**config.mk**
```make
export PLATFORM = sky130hd
export DESIGN_NAME = call_scheduler
export DESIGN_NICKNAME = d
export VERILOG_FILES = /design/src/rtl/elevator_pkg.sv /design/src/rtl/button_debounce.sv /design/src/rtl/call_scheduler.sv
export SDC_FILE = /design/constraint.sdc
export NUM_CORES = 1
export LEC_CHECK = 0
export CORE_AREA = 2 2 72 74
export CTS_CLUSTER_DIAMETER = 50
export CTS_CLUSTER_SIZE = 20
export DETAILED_ROUTE_END_ITERATION = 10
export DIE_AREA = 0 0 74 76
export HOLD_SLACK_MARGIN = 0.1
export PLACE_DENSITY = 0.79
export SLEW_MARGIN = 20
export SYNTH_ARGS = -nofsm -noshare
export SYNTH_HDL_FRONTEND = slang
export SYNTH_SLANG_ARGS = --single-unit
export TNS_END_PERCENT = 5
```
**constraint.sdc**
```tcl
create_clock -name clk -period 2 [get_ports clk]
set_input_delay 0.4 -clock clk [delete_from_list [all_inputs] [get_ports clk]]
set_output_delay 0.4 -clock clk [all_outputs]
set_load 0.05 [all_outputs]
```
**src/rtl/elevator_pkg.sv**
```systemverilog
// Shared constants for the elevator controller: floor codes, the
// scheduler direction encoding and the floor-code width.
package elevator_pkg;

    localparam int FLOOR_W = 2;

    localparam logic [FLOOR_W-1:0] LABEL_F1 = 2'b00;
    localparam logic [FLOOR_W-1:0] LABEL_F2 = 2'b01;
    localparam logic [FLOOR_W-1:0] LABEL_F3 = 2'b10;

    typedef enum logic [1:0] {
        DIR_IDLE = 2'b00,
        DIR_UP   = 2'b01,
        DIR_DOWN = 2'b10,
        DIR_HOLD = 2'b11
    } dir_t;

endpackage

```
**src/rtl/button_debounce.sv**
```systemverilog
// Synchronises one raw cabin button, filters bounce with a stability
// counter and emits a one-cycle pulse on each accepted press.
module button_debounce #(
    parameter int DEBOUNCE_CYCLES = 4
) (
    input  logic clk,
    input  logic reset_n,
    input  logic button,
    output logic press
);

    localparam logic [7:0] LIMIT = 8'(DEBOUNCE_CYCLES);

    logic       sync1;
    logic       sync2;
    logic       stable;
    logic [7:0] cnt;

    // Two-flop synchroniser, stability counter and registered press pulse.
    always_ff @(posedge clk or negedge reset_n) begin
        if (!reset_n) begin
            sync1  <= 1'b0;
            sync2  <= 1'b0;
            stable <= 1'b0;
            cnt    <= 8'd0;
            press  <= 1'b0;
        end else begin
            sync1 <= button;
            sync2 <= sync1;
            press <= 1'b0;
            if (sync2 == stable) begin
                cnt <= 8'd0;
            end else if (cnt == LIMIT) begin
                stable <= sync2;
                cnt    <= 8'd0;
                press  <= sync2;
            end else begin
                cnt <= cnt + 8'd1;
            end
        end
    end

endmodule

```
**src/rtl/call_scheduler.sv**
```systemverilog
// Request stage of the elevator: debounced buttons set pending floor
// requests, served floors retire them, and a SCAN policy picks the goal.
module call_scheduler
    import elevator_pkg::*;
#(
    parameter int                 DEBOUNCE_CYCLES = 4,
    parameter logic [FLOOR_W-1:0] labelF1         = LABEL_F1,
    parameter logic [FLOOR_W-1:0] labelF2         = LABEL_F2,
    parameter logic [FLOOR_W-1:0] labelF3         = LABEL_F3
) (
    input  logic               clk,
    input  logic               reset_n,
    input  logic               button1,
    input  logic               button2,
    input  logic               button3,
    input  logic [FLOOR_W-1:0] floor,
    input  logic               moving,
    input  logic               door,
    input  logic               sos_mode,
    input  logic               weight_limit_exceeded,
    output logic               led1,
    output logic               led2,
    output logic               led3,
    output logic [FLOOR_W-1:0] goal_floor,
    output logic               goal_valid,
    output logic [1:0]         direction
);

    logic [2:0]         press;
    logic [2:0]         pending_q, pending_d;
    logic [2:0]         serve;
    dir_t               dir_q, dir_d;
    logic [FLOOR_W-1:0] goal_d;
    logic               have_q, have_d;
    logic               valid_d;
    logic               pos_ok;
    logic [1:0]         pos;
    logic               above_vld, below_vld;
    logic [1:0]         above_idx, below_idx;

    function automatic logic [FLOOR_W-1:0] label_of(input logic [1:0] idx);
        case (idx)
            2'd0:    return labelF1;
            2'd1:    return labelF2;
            default: return labelF3;
        endcase
    endfunction

    button_debounce #(.DEBOUNCE_CYCLES(DEBOUNCE_CYCLES)) u_btn1 (
        .clk(clk), .reset_n(reset_n), .button(button1), .press(press[0]));
    button_debounce #(.DEBOUNCE_CYCLES(DEBOUNCE_CYCLES)) u_btn2 (
        .clk(clk), .reset_n(reset_n), .button(button2), .press(press[1]));
    button_debounce #(.DEBOUNCE_CYCLES(DEBOUNCE_CYCLES)) u_btn3 (
        .clk(clk), .reset_n(reset_n), .button(button3), .press(press[2]));

    // Map the floor code onto a bottom-up position; unknown codes disable serve and goal update.
    always_comb begin
        pos_ok = 1'b1;
        pos    = 2'd0;
        if (floor == labelF1)      pos = 2'd0;
        else if (floor == labelF2) pos = 2'd1;
        else if (floor == labelF3) pos = 2'd2;
        else                       pos_ok = 1'b0;
    end

    assign serve = (pos_ok && door && !moving) ? (3'b001 << pos) : 3'b000;

    // Nearest pending floor strictly above and strictly below the car.
    always_comb begin
        above_vld = 1'b0;
        above_idx = 2'd0;
        below_vld = 1'b0;
        below_idx = 2'd0;
        for (int i = 2; i >= 0; i--) begin
            if (pending_q[i] && i > int'(pos)) begin
                above_vld = 1'b1;
                above_idx = 2'(i);
            end
        end
        for (int i = 0; i < 3; i++) begin
            if (pending_q[i] && i < int'(pos)) begin
                below_vld = 1'b1;
                below_idx = 2'(i);
            end
        end
    end

    // Next pending set, SCAN state and goal; sos overrides everything, serve beats a same-cycle press.
    always_comb begin
        pending_d = pending_q & ~serve;
        if (dir_q != DIR_HOLD) pending_d = pending_d | (press & ~serve);
        if (sos_mode) pending_d = 3'b000;

        dir_d  = dir_q;
        goal_d = goal_floor;
        have_d = have_q;

        if (sos_mode) begin
            dir_d  = DIR_HOLD;
            have_d = 1'b0;
        end else if (dir_q == DIR_HOLD) begin
            dir_d  = DIR_IDLE;
            have_d = 1'b0;
        end else if (!moving && pos_ok) begin
            have_d = 1'b1;
            if (pending_q[pos]) begin
                goal_d = label_of(pos);
            end else if (!above_vld && !below_vld) begin
                have_d = 1'b0;
                dir_d  = DIR_IDLE;
            end else begin
                case (dir_q)
                    DIR_UP: begin
                        if (above_vld) begin
                            goal_d = label_of(above_idx);
                        end else begin
                            goal_d = label_of(below_idx);
                            dir_d  = DIR_DOWN;
                        end
                    end
                    DIR_DOWN: begin
                        if (below_vld) begin
                            goal_d = label_of(below_idx);
                        end else begin
                            goal_d = label_of(above_idx);
                            dir_d  = DIR_UP;
                        end
                    end
                    default: begin
                        // Ties (only possible from the middle floor) go down.
                        if (below_vld && (!above_vld || (pos - below_idx) <= (above_idx - pos))) begin
                            goal_d = label_of(below_idx);
                            dir_d  = DIR_DOWN;
                        end else begin
                            goal_d = label_of(above_idx);
                            dir_d  = DIR_UP;
                        end
                    end
                endcase
            end
        end

        valid_d = have_d & ~weight_limit_exceeded;
    end

    // State register for pending requests, SCAN direction and goal outputs.
    always_ff @(posedge clk or negedge reset_n) begin
        if (!reset_n) begin
            pending_q  <= 3'b000;
            dir_q      <= DIR_IDLE;
            goal_floor <= labelF1;
            have_q     <= 1'b0;
            goal_valid <= 1'b0;
        end else begin
            pending_q  <= pending_d;
            dir_q      <= dir_d;
            goal_floor <= goal_d;
            have_q     <= have_d;
            goal_valid <= valid_d;
        end
    end

    assign led1      = pending_q[0];
    assign led2      = pending_q[1];
    assign led3      = pending_q[2];
    assign direction = dir_q;

endmodule

```
### Clock wiring as the flow saved it

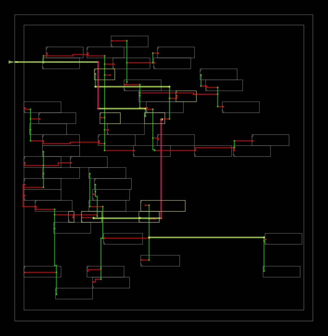
Worst Skew: 4.97 ps
Flop Count: 45

### Metal 2

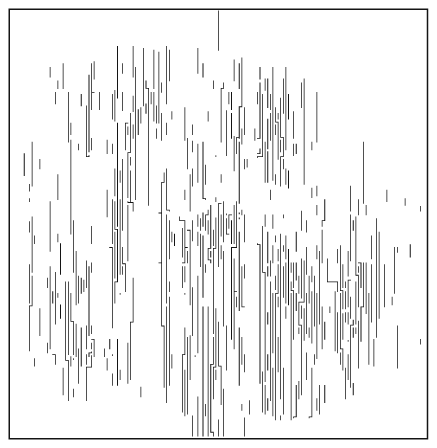
263 nets have wire on it. The longest straight run is 29.2 um. The layer carries 2380 um of wire.
met2 Use GR: 29.9%
Vias: 1880

### Cell sizes after repair

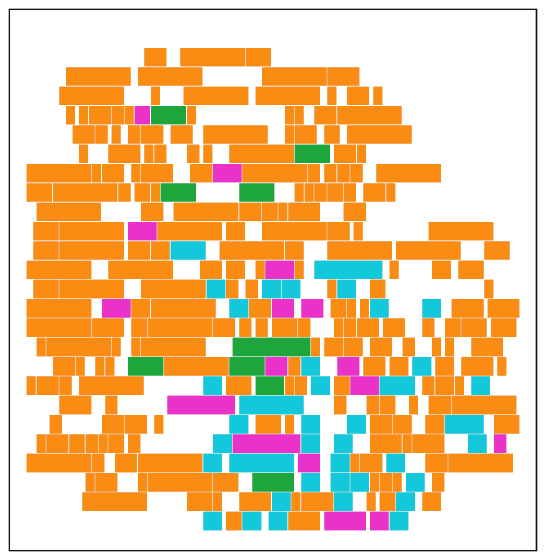
Cyan is _3 and _4 cells, cells 39, share 13%. Magenta is _2 cells, cells 16, share 5.5%. Orange is _0 and _1 cells, cells 227, share 78%. Green is _6 and larger, cells 9, share 3.1%.
final instance area: 3080 um2
P&R area growth vs syn: 25.7%
final worst slack: -231 ps
nonclk buf count: 49

worst max-delay path by stage:
stage / startpoint / to
global route: pending_q[2] / goal_floor[1]
detailed placement: floor[0] / goal_floor[1]
CTS: pending_q[2] / goal_floor[1]
floorplan: pending_q[2] / goal_floor[0]
finish: floor[0] / goal_floor[0]
global placement: floor[0] / goal_floor[0]
report_power, final:
part / internal [uW] / switching (uW) / total (uW)
logic: 390 / 503 / 893
registers: 1050 / 151 / 1200
clock network: 407 / 295 / 702
synth_stat cells (2+ instances only):
cell type / instances
buf_6: 2
nor2_1: 32
inv_1: 12
xor2_1: 17
and2_1: 2
and2b_1: 2
nand3_1: 20
nor3_1: 2
a31oi_1: 2
ha_1: 16
nand2b_1: 2
dfrtp_1: 45
mux2i_1: 2
a211oi_1: 4
clkbuf_1: 2
nand2_1: 14
a21oi_1: 6
o21a_1: 2
xnor2_1: 7
o21ai_0: 5
nor4b_1: 3
nand3b_1: 2
nor3b_1: 3
and3_1: 7
a311oi_1: 4
mux2_2: 3
layout make-up:
class	count	area [um2]
multi-input cells	177	1280
well taps	70	87.6
clock buffers	7	86.3
fillers	401	1830
inverters	12	57.6
flip-flops and latches	45	1130
clock inverters	1	30.0
repair buffers	49	407
metal layers:
layer  vias up  global-route usage [%]  part of all wire (%)
li1        927                       -                     -
met1       908                    25.0                    45
met4         0                    4.91                   1.2
met5         -                       0                     0
met3         6                    4.37                   3.5
met2        39                    29.9                    50
sequential cells by signal (all words and copies together), names as in the netlist, 2 cells and up:
signal	flops
u_btn3.cnt	8
goal_floor	2
u_btn1.cnt	8
u_btn2.cnt	8
pending_q	3
direction	2
repair_timing:
item,CTS,global route
hold endpoints to repair,2,0
pin swaps,4,4
resized,12,2
hold buffers,1,0
setup buffers,1,1
setup endpoints to repair,7,5
==> out/results.ini <==
[yosys]
synth-seq-cells = 45
flop_cell = dfrtp_1
ys_area_um2 = 2450
syn_nets = 266
top_area_cell = dfrtp_1
top_area_share_pct = 46.0
synth.mux.area_fraction_pct = 2.81
adder_share_pct = 8.18
ys_seq_share_pct = 46.0
syn_avg_cell_area_um2 = 10.2
ys_warn_count = 0
syn-cell-area_um2 = 2450

[critical_path]
required_ps = 2190
worst_setup_path_end_kind = flop
cp-start-kind = input port
cp_cell_sequence = buf_6 > inv_12 > ha_4 > and2b_2 > xnor2_2 > nor2_1 > xnor2_1 > ha_1 > nor2b_4 > o21a_1 > a311oi_1 > o311ai_1 > o21a_1
path_class = input port to flop
r2r-start = pending_q[2]
worstPathArrival_ps = 2420

[cells_and_area]
fin_util_pct = 62.7
layout.nets = 317
final_cell_mix = 43 x dfrtp_1, 33 x buf_4, 32 x nor2_1

[worst_hold_path]
hold_class = flop to flop
min_to = u_btn1.sync2

[status]
status = finished with violations
violations = negative setup slack

[die]
die_area_um2 = 5620
io_pins = 19
row_count = 26

[timing]
layout_setup_ws_ps = -231
setup_violations = 4
period_used_pct = 112
fmax_mhz = 448
hold_viol = 0

[routing]
wl_per_cell_um = 13.2
drtIter0Drc = 115

[clock_network]
htreeDepth = 2
cts-buffers-inserted = 5

[job]
maxCapViolCount = 0
warning_count = 38

[power]
power_uw = 2800

[grt]
grt_max_degree = 44

